Fig. 1: run 1, nets reached from selected ports
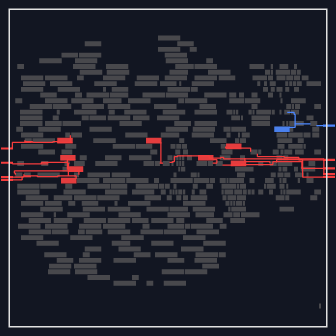
Fig. 2: run 1, sequential cells grouped by signal name
Scale bar: 50 um. Other sequential cells in the stronger grey, the rest of the logic in the fainter grey.
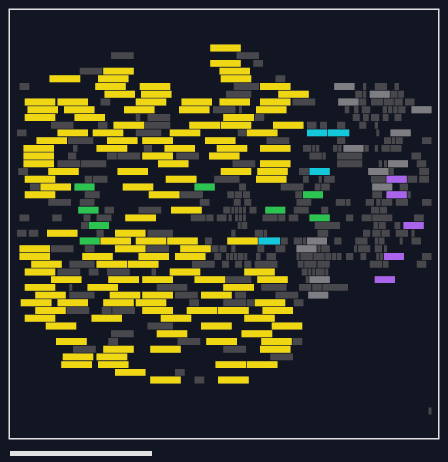
Fig. 3: run 1, sizing map
Scale bar: 50 um.
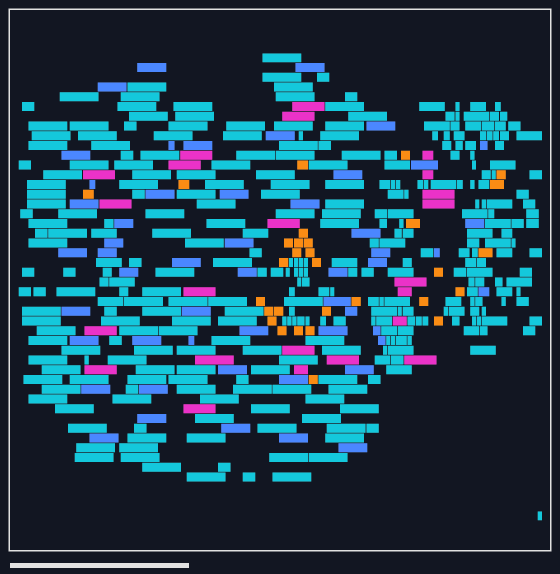
Fig. 4: run 1, signal wires by layer
Scale bar: 50 um.
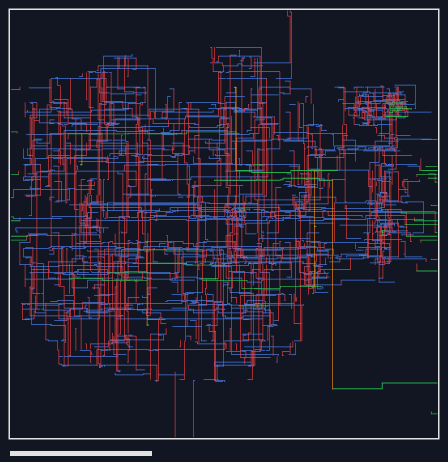
===== src/rtl/uart_tx_queue_if.sv =====
// uart_tx_queue_if: link between the transmit queue and the UART_N transmitter.
//   write    : one-cycle write strobe from the queue to UART_N
//   T_W      : byte presented to UART_N, valid whenever write is high
//   T_locked : busy flag from UART_N, high while the transmitter is occupied
// master = queue side, slave = UART side.
interface uart_tx_queue_if #(
    parameter int unsigned word_width = 8
);
    logic                  write;
    logic [word_width-1:0] T_W;
    logic                  T_locked;

    modport master (
        output write,
        output T_W,
        input  T_locked
    );

    modport slave (
        input  write,
        input  T_W,
        output T_locked
    );
endinterface


===== src/rtl/uart_tx_queue.sv =====
// uart_tx_queue: circular-buffer FIFO that feeds bytes to a UART_N transmitter,
// one write pulse per byte, pacing itself on the transmitter's T_locked flag.
//
// Ports:
//   clk      : single clock, all state updates on its rising edge
//   reset    : synchronous active-high reset
//   push     : enqueue data_in this cycle
//   data_in  : byte to enqueue
//   full     : high when count == depth
//   empty    : high when count == 0
//   count    : number of stored entries
//   uart     : uart_tx_queue_if.master (write, T_W out; T_locked in)
//   overflow : sticky flag, set by a dropped push
//   clr_ovf  : clears overflow
//
// Optional feature macro: UART_TX_QUEUE_OVF_EN
//   defined   -> overflow is a sticky register set on dropped pushes
//   undefined -> overflow tied to 0, clr_ovf ignored
//
// Parameters: depth must be a power of two >= 2; lock_timeout must be >= 1.
module uart_tx_queue #(
    parameter int unsigned word_width   = 8,
    parameter int unsigned depth        = 16,
    parameter int unsigned lock_timeout = 15
) (
    input  logic                   clk,
    input  logic                   reset,
    input  logic                   push,
    input  logic [word_width-1:0]  data_in,
    output logic                   full,
    output logic                   empty,
    output logic [$clog2(depth):0] count,
    uart_tx_queue_if.master        uart,
    output logic                   overflow,
    input  logic                   clr_ovf
);

    localparam int unsigned PTR_W = $clog2(depth);
    localparam int unsigned CNT_W = PTR_W + 1;
    localparam int unsigned TMO_W = $clog2(lock_timeout + 1);

    typedef enum logic [1:0] {
        ST_IDLE      = 2'd0,
        ST_SEND      = 2'd1,
        ST_WAIT_LOCK = 2'd2,
        ST_WAIT_FREE = 2'd3
    } state_t;

    state_t                r_state;
    logic [word_width-1:0] r_mem [depth];
    logic [PTR_W-1:0]      r_wr_ptr;
    logic [PTR_W-1:0]      r_rd_ptr;
    logic [CNT_W-1:0]      r_count;
    logic                  r_full;
    logic                  r_empty;
    logic                  r_write;
    logic [word_width-1:0] r_tw;
    logic [TMO_W-1:0]      r_tmo_cnt;

    logic                  w_deq;
    logic                  w_push_acc;
    logic [CNT_W-1:0]      w_count_nxt;

    // Dequeue uses the registered empty flag, so a push into an empty queue
    // is only seen by the FSM one cycle later.
    assign w_deq       = (r_state == ST_IDLE) && !r_empty && !uart.T_locked;
    // A full queue still accepts a push when a slot frees up in the same cycle.
    assign w_push_acc  = push && (!r_full || w_deq);
    assign w_count_nxt = r_count + CNT_W'(w_push_acc) - CNT_W'(w_deq);

    // Storage array, deliberately not reset.
    always_ff @(posedge clk) begin
        if (w_push_acc) begin
            r_mem[r_wr_ptr] <= data_in;
        end
    end

    // Pointers and occupancy; pointers wrap naturally since depth is 2^n.
    always_ff @(posedge clk) begin
        if (reset) begin
            r_wr_ptr <= '0;
            r_rd_ptr <= '0;
            r_count  <= '0;
            r_full   <= 1'b0;
            r_empty  <= 1'b1;
        end else begin
            if (w_push_acc) begin
                r_wr_ptr <= r_wr_ptr + PTR_W'(1);
            end
            if (w_deq) begin
                r_rd_ptr <= r_rd_ptr + PTR_W'(1);
            end
            r_count <= w_count_nxt;
            r_full  <= (w_count_nxt == CNT_W'(depth));
            r_empty <= (w_count_nxt == '0);
        end
    end

    // Transmit FSM: hand one byte over, then wait for UART_N to take and
    // release it (or give up after lock_timeout cycles without a lock).
    always_ff @(posedge clk) begin
        if (reset) begin
            r_state   <= ST_IDLE;
            r_write   <= 1'b0;
            r_tw      <= '0;
            r_tmo_cnt <= '0;
        end else begin
            r_write <= 1'b0;
            case (r_state)
                ST_IDLE: begin
                    if (w_deq) begin
                        r_tw    <= r_mem[r_rd_ptr];
                        r_write <= 1'b1;
                        r_state <= ST_SEND;
                    end
                end
                ST_SEND: begin
                    r_tmo_cnt <= '0;
                    r_state   <= ST_WAIT_LOCK;
                end
                ST_WAIT_LOCK: begin
                    if (uart.T_locked) begin
                        r_state <= ST_WAIT_FREE;
                    end else if (r_tmo_cnt >= TMO_W'(lock_timeout - 1)) begin
                        // Transmitter never acknowledged; treat the byte as sent.
                        r_state <= ST_IDLE;
                    end else begin
                        r_tmo_cnt <= r_tmo_cnt + TMO_W'(1);
                    end
                end
                ST_WAIT_FREE: begin
                    if (!uart.T_locked) begin
                        r_state <= ST_IDLE;
                    end
                end
                default: r_state <= ST_IDLE;
            endcase
        end
    end

    assign full       = r_full;
    assign empty      = r_empty;
    assign count      = r_count;
    assign uart.write = r_write;
    assign uart.T_W   = r_tw;

`ifdef UART_TX_QUEUE_OVF_EN
    logic r_overflow;
    logic w_drop;

    assign w_drop = push && !w_push_acc;

    // A drop wins over a simultaneous clear.
    always_ff @(posedge clk) begin
        if (reset) begin
            r_overflow <= 1'b0;
        end else if (w_drop) begin
            r_overflow <= 1'b1;
        end else if (clr_ovf) begin
            r_overflow <= 1'b0;
        end
    end

    assign overflow = r_overflow;
`else
    logic w_unused_clr_ovf;

    assign w_unused_clr_ovf = clr_ovf;
    assign overflow         = 1'b0;
`endif

endmodule


===== src/flat_wrapper.sv =====
// flat-port wrapper written by rule: the top's interface ports become plain ports
module uart_tx_queue_flat 
#(
    parameter int unsigned word_width   = 8,
    parameter int unsigned depth        = 16,
    parameter int unsigned lock_timeout = 15
)
  (clk, reset, push, data_in, full, empty, count, overflow, clr_ovf, uart_write, uart_T_W, uart_T_locked);
  uart_tx_queue_if #(.word_width(word_width)) uart_i ();
  input  logic clk;
  input  logic reset;
  input  logic push;
  input  logic [word_width-1:0] data_in;
  output logic full;
  output logic empty;
  output logic [$clog2(depth):0] count;
  output logic overflow;
  input  logic clr_ovf;
  output wire logic [$bits(uart_i.write)-1:0] uart_write;
  output wire logic [$bits(uart_i.T_W)-1:0] uart_T_W;
  input wire logic [$bits(uart_i.T_locked)-1:0] uart_T_locked;
  assign uart_write = uart_i.write;
  assign uart_T_W = uart_i.T_W;
  assign uart_i.T_locked = uart_T_locked;
  uart_tx_queue #(.word_width(word_width), .depth(depth), .lock_timeout(lock_timeout)) u_core (.clk(clk), .reset(reset), .push(push), .data_in(data_in), .full(full), .empty(empty), .count(count), .uart(uart_i), .overflow(overflow), .clr_ovf(clr_ovf));
endmodule

===== config.mk =====
export PLATFORM = sky130hd
export DESIGN_NAME = uart_tx_queue_flat
export DESIGN_NICKNAME = d
export VERILOG_FILES = /design/src/rtl/uart_tx_queue_if.sv /design/src/rtl/uart_tx_queue.sv /design/src/flat_wrapper.sv
export SDC_FILE = /design/constraint.sdc
export NUM_CORES = 1
export LEC_CHECK = 0
export CAP_MARGIN = 20
export CORE_MARGIN = 2
export CORE_UTILIZATION = 30
export CTS_CLUSTER_DIAMETER = 100
export DETAILED_ROUTE_END_ITERATION = 12
export MAX_ROUTING_LAYER = met4
export PLACE_DENSITY_LB_ADDON = 0.25
export SETUP_SLACK_MARGIN = 0.4
export SYNTH_ARGS = -nofsm -noshare
export SYNTH_HDL_FRONTEND = slang
export SYNTH_SLANG_ARGS = --single-unit

===== constraint.sdc =====
create_clock -name clk -period 3.9 [get_ports clk]
set_clock_uncertainty 0.1 [all_clocks]
set_input_delay 0.585 -clock clk [delete_from_list [all_inputs] [get_ports clk]]
set_output_delay 0.585 -clock clk [all_outputs]
set_load 0.01 [all_outputs]

==> impl_metrics.ini, run 1 <==
; flow metrics
[run_status]
status = finished clean

[critical_path]
setup.worst_path.start = uart_T_locked
start_kind = primary input
crit_fanout = 8
r2r-end = u_core.full$_SDFF_PP0_
reg2reg_from = u_core.r_state[1]$_SDFFE_PP0P_
crit_family = buffers and inverters
critPathCapture = u_core.full$_SDFF_PP0_
crit_buf_inv = 4
path_depth = 11

[power_and_ir_drop]
p_comb_frac = 0.179
p_per_area_nw_per_um2 = 571.9
powerClk_mw = 1.58
seqPwrFrac = 0.460
clockPowerShare = 0.361

[logic_synthesis]
yosys_area_um2 = 6457
top_cells_by_area = edfxtp_1, mux4_2, dfxtp_1
synth_flops = 158
netlist_top_cells_count = edfxtp_1, mux4_2, dfxtp_1
syn_inst = 366

[final_timing]
fmax_mhz = 304.4
rsz0062_at_grt = no
slew_violations = 0

[clock_tree]
cts-root-buf = clkbuf_16
htree_levels = 4
ctsHoldBuffers = 0
cts_sinks = 158

[finish]
final_cells = 701
nFillCells = 1985
num_antenna_cells = 0
nets = 439

[placed_design]
dpl.hpwl_um = 8094

[route]
drc_errors = 0

[floorplanning]
die_y_um = 150.7

[flow_run]
warnings = 31

[hold_path]
worstHoldEndpoint = u_core.r_tmo_cnt[3]$_SDFFE_PP0P_
About Fig. 1:
Red marks `uart_T_W`, direction output, end cells 8, buffers 8, wire 421 um. Blue marks `empty`, direction output, end cells 1, buffers 1, wire 25.0 um.
# IOs: 30
IO Port Bufs: 27

About Fig. 2:
Purple marks `u_core.count`, sequential cells 5, where middle right. Yellow marks `u_core.r_mem`, sequential cells 128. Cyan marks `u_core.r_rd_ptr`, sequential cells 4. Green marks `u_core.uart.T_W`, sequential cells 8.
Another 13 sequential cells are not coloured.
sequential portion of the cell area: 0.5794
fin util: 0.3639
seq pwr: 2.02 mW
register area: 4447 um^2

About Fig. 3:
Cyan marks drive 1 or less, cells 321, share 75%. Blue marks drive 2, cells 52, share 12%. Orange marks drive 3 to 4, cells 30, share 7.0%. Magenta marks drive 6 and up, cells 23, share 5.4%.
worst setup margin: 0.6144 ns
Finished Cell Area: 7675 um^2
Buffers excl. clock: 50
Area Overhead vs Synth: 18.85%

About Fig. 4:
Red marks met2, wire length 6,300 um. Orange marks met4, wire length 184 um. Green marks met3, wire length 530 um. Blue marks met1, wire length 5,970 um.
Avg WL per Cell: 18.51 um
Tot GR Track Use: 0.1272
DRT Wirelength: 12,980 um

## run 1: flip-flops by register name, indices dropped and copies added, names as in the netlist
| name | cells |
|---|---|
| u_core.count | 5 |
| u_core.r_state | 2 |
| u_core.empty | 1 |
| u_core.r_rd_ptr | 4 |
| u_core.full | 1 |
| u_core.uart.T_W | 8 |
| u_core.r_mem | 128 |
| u_core.uart.write | 1 |
| u_core.r_wr_ptr | 4 |
| u_core.r_tmo_cnt | 4 |
## run 1: per-layer routing
layer	up-vias	track usage	wire length [um]
met5	-	-	0
met4	0	0.04346	183
met3	14	0.03303	529
met2	82	0.1975	6299
met1	1774	0.1629	5966
li1	1526	-	-
## run 1: cell families after synthesis
group	after synthesis	synth area share
flip-flops	158	0.6882
AND/OR/NAND/NOR	64	0.05309
multiplexers	50	0.1395
AND-OR/OR-AND	37	0.05115
buffers and inverters	33	0.02751
adder cells (fa/ha/maj)	13	0.02635
XOR/XNOR	10	0.01356
other	1	0.0005807
## run 1: area by class of cell
cell class,count,area share
clock buffer,18,0.05592
clock inverter,14,0.01744
inverter,11,0.005543
multi-input combinational,175,0.2392
sequential,158,0.5794
tap,275,0.04483
timing repair buffer,50,0.05771
## run 1: worst reg2reg max path, cell delays in order (launching register included)
cell and delay [ns]:
dfxtp_1 0.44, or4_4 0.65, clkinv_2 0.08, ha_1 0.21
inv_1 0.05, ha_1 0.15, inv_1 0.06, fa_1 0.40
xnor2_1 0.17, or3b_2 0.48, a2111oi_2 0.32
## run 1: stage by stage
stage                     power (mW)  area, um^2  hold slack (ns)    util
after floorplan                2.580        6457           0.3607       -
after global placement         2.825        7112           0.3768  0.3372
after detailed placement       2.851        7112           0.4062  0.3372
after CTS                      4.450        7675           0.4177  0.3639
after global routing           4.609        7675           0.4499  0.3639
final                          4.389        7675           0.4271  0.3639
--- run 2 (diff from run 1) ---
- clock period: 3.9 -> 2.82 ns (I/O delays scaled with it)
Fig. 5: run 2, sequential cells grouped by signal name
Scale bar: 50 um. Other sequential cells in the stronger grey, the rest of the logic in the fainter grey.
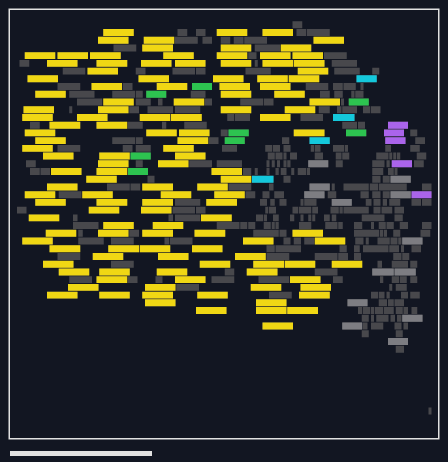
Cyan marks `u_core.r_rd_ptr`, sequential cells 4, where upper right. Yellow marks `u_core.r_mem`, sequential cells 128. Purple marks `u_core.count`, sequential cells 5. Green marks `u_core.uart.T_W`, sequential cells 8.
register area: 4449 um^2
sequential portion of the cell area: 0.5675
fin util: 0.3718

Fig. 6: run 2, signal wires by layer
Scale bar: 50 um.
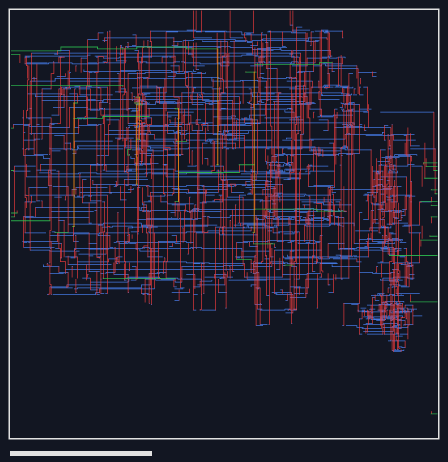
DRT Wirelength: 13,340 um
Avg WL per Cell: 18.63 um
vias post-DR: 3,381
Tot GR Track Use: 0.1297

==> impl_metrics.ini, run 2 <==
; flow metrics
[clock_tree]
cts_made_buffers = 17
cts_sinks = 158
cts-root-buf = clkbuf_16
htree_levels = 4

[placed_design]
numPortBuffers = 27
placed_area_um2 = 7232

[global_route]
use_met3 = 0.02879
top_usage_layer = met2
grtUsageMet1 = 0.1623
grtUsageMet2 = 0.2082

[critical_path]
reg2reg_from = u_core.r_state[1]$_SDFFE_PP0P_
critPathSlowestCell = fa_2
crit_family = simple AND/OR/NAND/NOR gates
r2r-end = u_core.full$_SDFF_PP0_
crit_fanout = 2
crit_buf_inv = 4

[route]
drc_errors = 0

[logic_synthesis]
syn_inst = 366
yosys_area_um2 = 6457
synth_flops = 158
netlist_top_cells_count = edfxtp_1, mux4_2, dfxtp_1

[finish]
nets = 454
largest-register = u_core.r_mem
area_growth_syn_to_layout_pct = 21.41
num_antenna_cells = 0
final_cells = 716

[final_timing]
fmax_mhz = 379.2
holdWs_ns = 0.3972
rsz0062_at_grt = yes

[power_and_ir_drop]
powerClk_mw = 2.12
clockPowerShare = 0.339
p_per_area_nw_per_um2 = 798.1
seqPwrFrac = 0.444
power_mw = 6.257
seq_power_mw = 2.78

[hold_path]
worstHoldEndpoint = u_core.r_tmo_cnt[3]$_SDFFE_PP0P_

[run_status]
status = finished clean

[floorplanning]
die_y_um = 150.7
pin_count = 30
Fig. 7: run 2, nets reached from selected ports
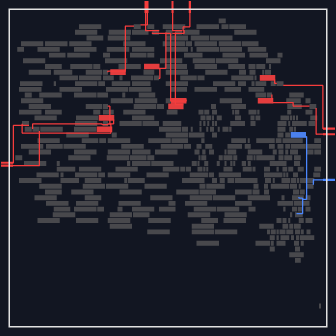
Blue marks `empty`, direction output, end cells 1, buffers 1, wire 52.7 um. Red marks `uart_T_W`, direction output, end cells 8, buffers 8, wire 451 um.

run 2: cell counts after synthesis:
No cell type changed its count.
run 2: kinds of logic after synthesis:
kind of cell               after synthesis  synth area share
AOI/OAI and AO/OA                       37           0.05115
xor gates and xnor gates                10           0.01356
adders and majority gates               13           0.02635
buffers and inverters                   33           0.02751
DFF                                    158            0.6882
muxes                                   50            0.1395
other                                    1         0.0005807
and+or+nand+nor                         64           0.05309
run 2: worst max-delay path by stage:
stage                                         startpoint                      to  slack [ns]  depth (start not counted)
after CTS                 u_core.r_state[1]$_SDFFE_PP0P_  u_core.full$_SDFF_PP0_        0.18                          9
after global placement                     uart_T_locked  u_core.full$_SDFF_PP0_       -0.36                         10
after global routing      u_core.r_state[1]$_SDFFE_PP0P_  u_core.full$_SDFF_PP0_        0.08                         11
after floorplan                            uart_T_locked  u_core.full$_SDFF_PP0_       -0.16                         11
final                                      uart_T_locked  u_core.full$_SDFF_PP0_        0.18                         10
after detailed placement                   uart_T_locked  u_core.full$_SDFF_PP0_       -0.38                         10
run 2: metal layers:
layer  wire (um)  share of wire
met2        6681           0.50
met4         216          0.016
met1        6061           0.45
met3         380          0.028
met5           0              0
run 2: layout make-up:
type | count | area [um^2]
Sequential cell | 158 | 4449
Inverter | 11 | 46.29
Clock buffer | 17 | 425.4
Clock inverter | 15 | 122.6
Timing Repair Buffer | 65 | 559.3
Multi-Input combinational cell | 175 | 1893
Tap cell | 275 | 344.1
Fill cell | 1956 | 13250
run 2: timing repair:
item / 4_1_cts / 5_1_grt
setup buffers: 2 / 2
resized: 5 / 1
pin swaps: 3 / 1
hold endpoints to repair: 0 / 0
endpoints found under the setup margin: 4 / 5
--- run 3 (diff from run 2) ---
- CORE_ASPECT_RATIO: unset -> 0.8
Fig. 8: run 3, sequential cells grouped by signal name
Scale bar: 50 um. Other sequential cells in the stronger grey, the rest of the logic in the fainter grey.
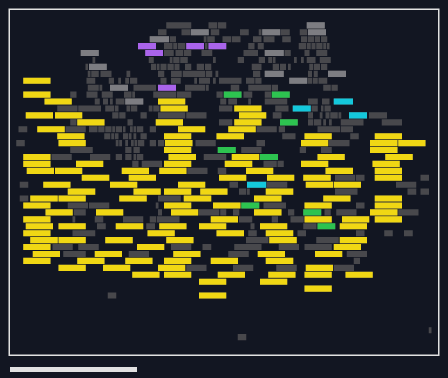
Yellow marks `u_core.r_mem`, sequential cells 128. Cyan marks `u_core.r_rd_ptr`, sequential cells 4. Green marks `u_core.uart.T_W`, sequential cells 8. Purple marks `u_core.count`, sequential cells 5.
seq pwr: 2.79 mW
sequential portion of the cell area: 0.5607
fin util: 0.3802
register area: 4451 um^2

Fig. 9: run 3, signal wires by layer
Scale bar: 50 um.
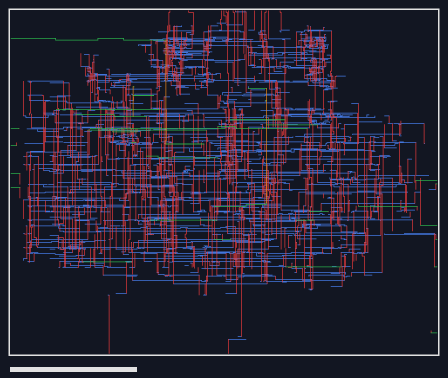
DRT Wirelength: 14,010 um
Avg WL per Cell: 19.62 um
Tot GR Track Use: 0.1368

==> impl_metrics.ini, run 3 <==
; flow metrics
[logic_synthesis]
ys_sh_xor = 0.01356
synthTopLogicFamily = multiplexers
syn_inst = 366
top_cells_by_area = edfxtp_1, mux4_2, dfxtp_1
netlist_top_cells_count = edfxtp_1, mux4_2, dfxtp_1
ys.flop_type = edfxtp_1
ys_sh_aoi = 0.05115
synth.cell_area_um2 = 6457
ys_sh_mux = 0.1395
yosys.area_share.adder = 0.02635

[finish]
num_antenna_cells = 0
final_cell_area_um2 = 7938
area_growth_syn_to_layout_pct = 22.92
largest_reg_flops = 128
largest-register = u_core.r_mem
final_cells = 714
nets = 458

[critical_path]
critPathSlowestCell = or4_4
critPathCapture = u_core.empty$_SDFF_PP1_
path_depth = 12
crit_buf_inv = 4
reg2reg_from = u_core.r_state[0]$_SDFFE_PP0P_
crit_family = simple AND/OR/NAND/NOR gates
start_kind = flip-flop
r2r-end = u_core.empty$_SDFF_PP1_
r2r_slack_ns = 0.17
crit_fanout = 3
setup.worst_path.start = u_core.r_state[0]$_SDFFE_PP0P_

[final_timing]
fmax_mhz = 377.0
holdWs_ns = 0.3564
rsz0062_at_grt = yes
slew_violations = 0

[floorplanning]
die_y_um = 135.2

[placed_design]
placed_area_um2 = 7289
dpl.hpwl_um = 9282

[run_status]
status = finished clean

[clock_tree]
cts-root-buf = clkbuf_16
ctsHoldBuffers = 0

[flow_run]
max_cap_viol_count = 0
warnings = 34

[power_and_ir_drop]
p_per_area_nw_per_um2 = 819.6
vdd_drop_max_uv = 345.9

[route]
drc_errors = 0
vias = 3378

[hold_path]
whs_path_depth = 4
Fig. 10: run 3, clock wiring as the flow saved it
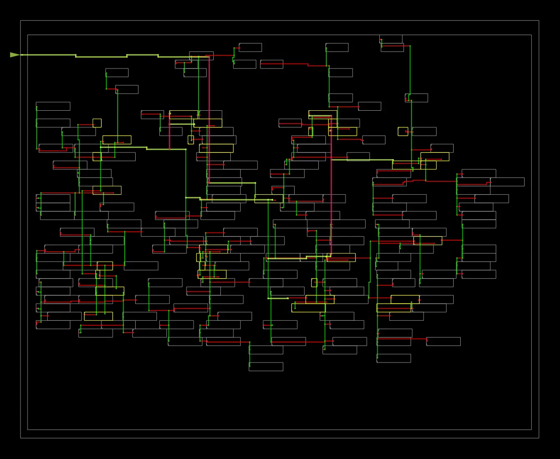
clk latency late pin: 0.43 ns
CTS buffer count: 17
clock sinks: 158
clock-net power: 2.33 mW

-- run 3: cell type report --
type,count,area [um^2],share of cell area
multi-input combinational,175,1903,0.2398
clock inverter,11,140.1,0.01765
inverter,11,46.29,0.005832
timing repair buffer,69,600.6,0.07566
clock buffer,21,460.4,0.05801
tap,269,336.6,0.04240
sequential,158,4451,0.5607
-- run 3: metal layers --
metal  routed length [um]  vias to the layer above  track usage
met5                    0                        -            -
met1                 6935                     1754       0.1926
met2                 6434                       56       0.1958
met3                  542                        9      0.02805
met4                   97                        0      0.05072
li1                     -                     1559            -
-- run 3: worst register-to-register path, cell delays in order (launching register included) --
cell and delay, ns:
dfxtp_2 0.33, or4_4 0.53, clkinv_4 0.07, ha_4 0.12
inv_2 0.04, ha_4 0.15, inv_2 0.04, fa_2 0.22
nor2b_1 0.05, o21a_1 0.19, or3_4 0.39, buf_4 0.15
a41o_1 0.17
-- run 3: what timing repair did --
| action | in CTS | in global routing |
|---|---|---|
| pin swaps | 3 | 2 |
| resized | 3 | 6 |
| setup endpoints to repair | 4 | 4 |
| buffers inserted | 0 | 1 |
| endpoints found under the hold margin | 0 | 0 |
-- run 3: logic make-up after synthesis --
family | count (synthesis)
AOI/OAI and AO/OA | 37
adders and majority gates | 13
and+or+nand+nor | 64
xor gates and xnor gates | 10
other | 1
DFF | 158
muxes | 50
buffers and inverters | 33
-- run 3: per-stage QoR --
| step | setup slack [ns] | power (mW) |
|---|---|---|
| CTS | 0.1505 | 6.527 |
| detailed placement | -0.3901 | 4.150 |
| global route | 0.09210 | 6.789 |
| finish | 0.1676 | 6.506 |
| floorplan | -0.1576 | 3.634 |
| global placement | -0.3677 | 4.134 |
-- run 3: power breakdown --
group,switching (mW),internal [mW],total (mW)
registers,0.127,2.66,2.79
clock network,0.899,1.43,2.33
logic,0.664,0.722,1.39
No activity file was given, so power comes from the tool's default toggle rates.
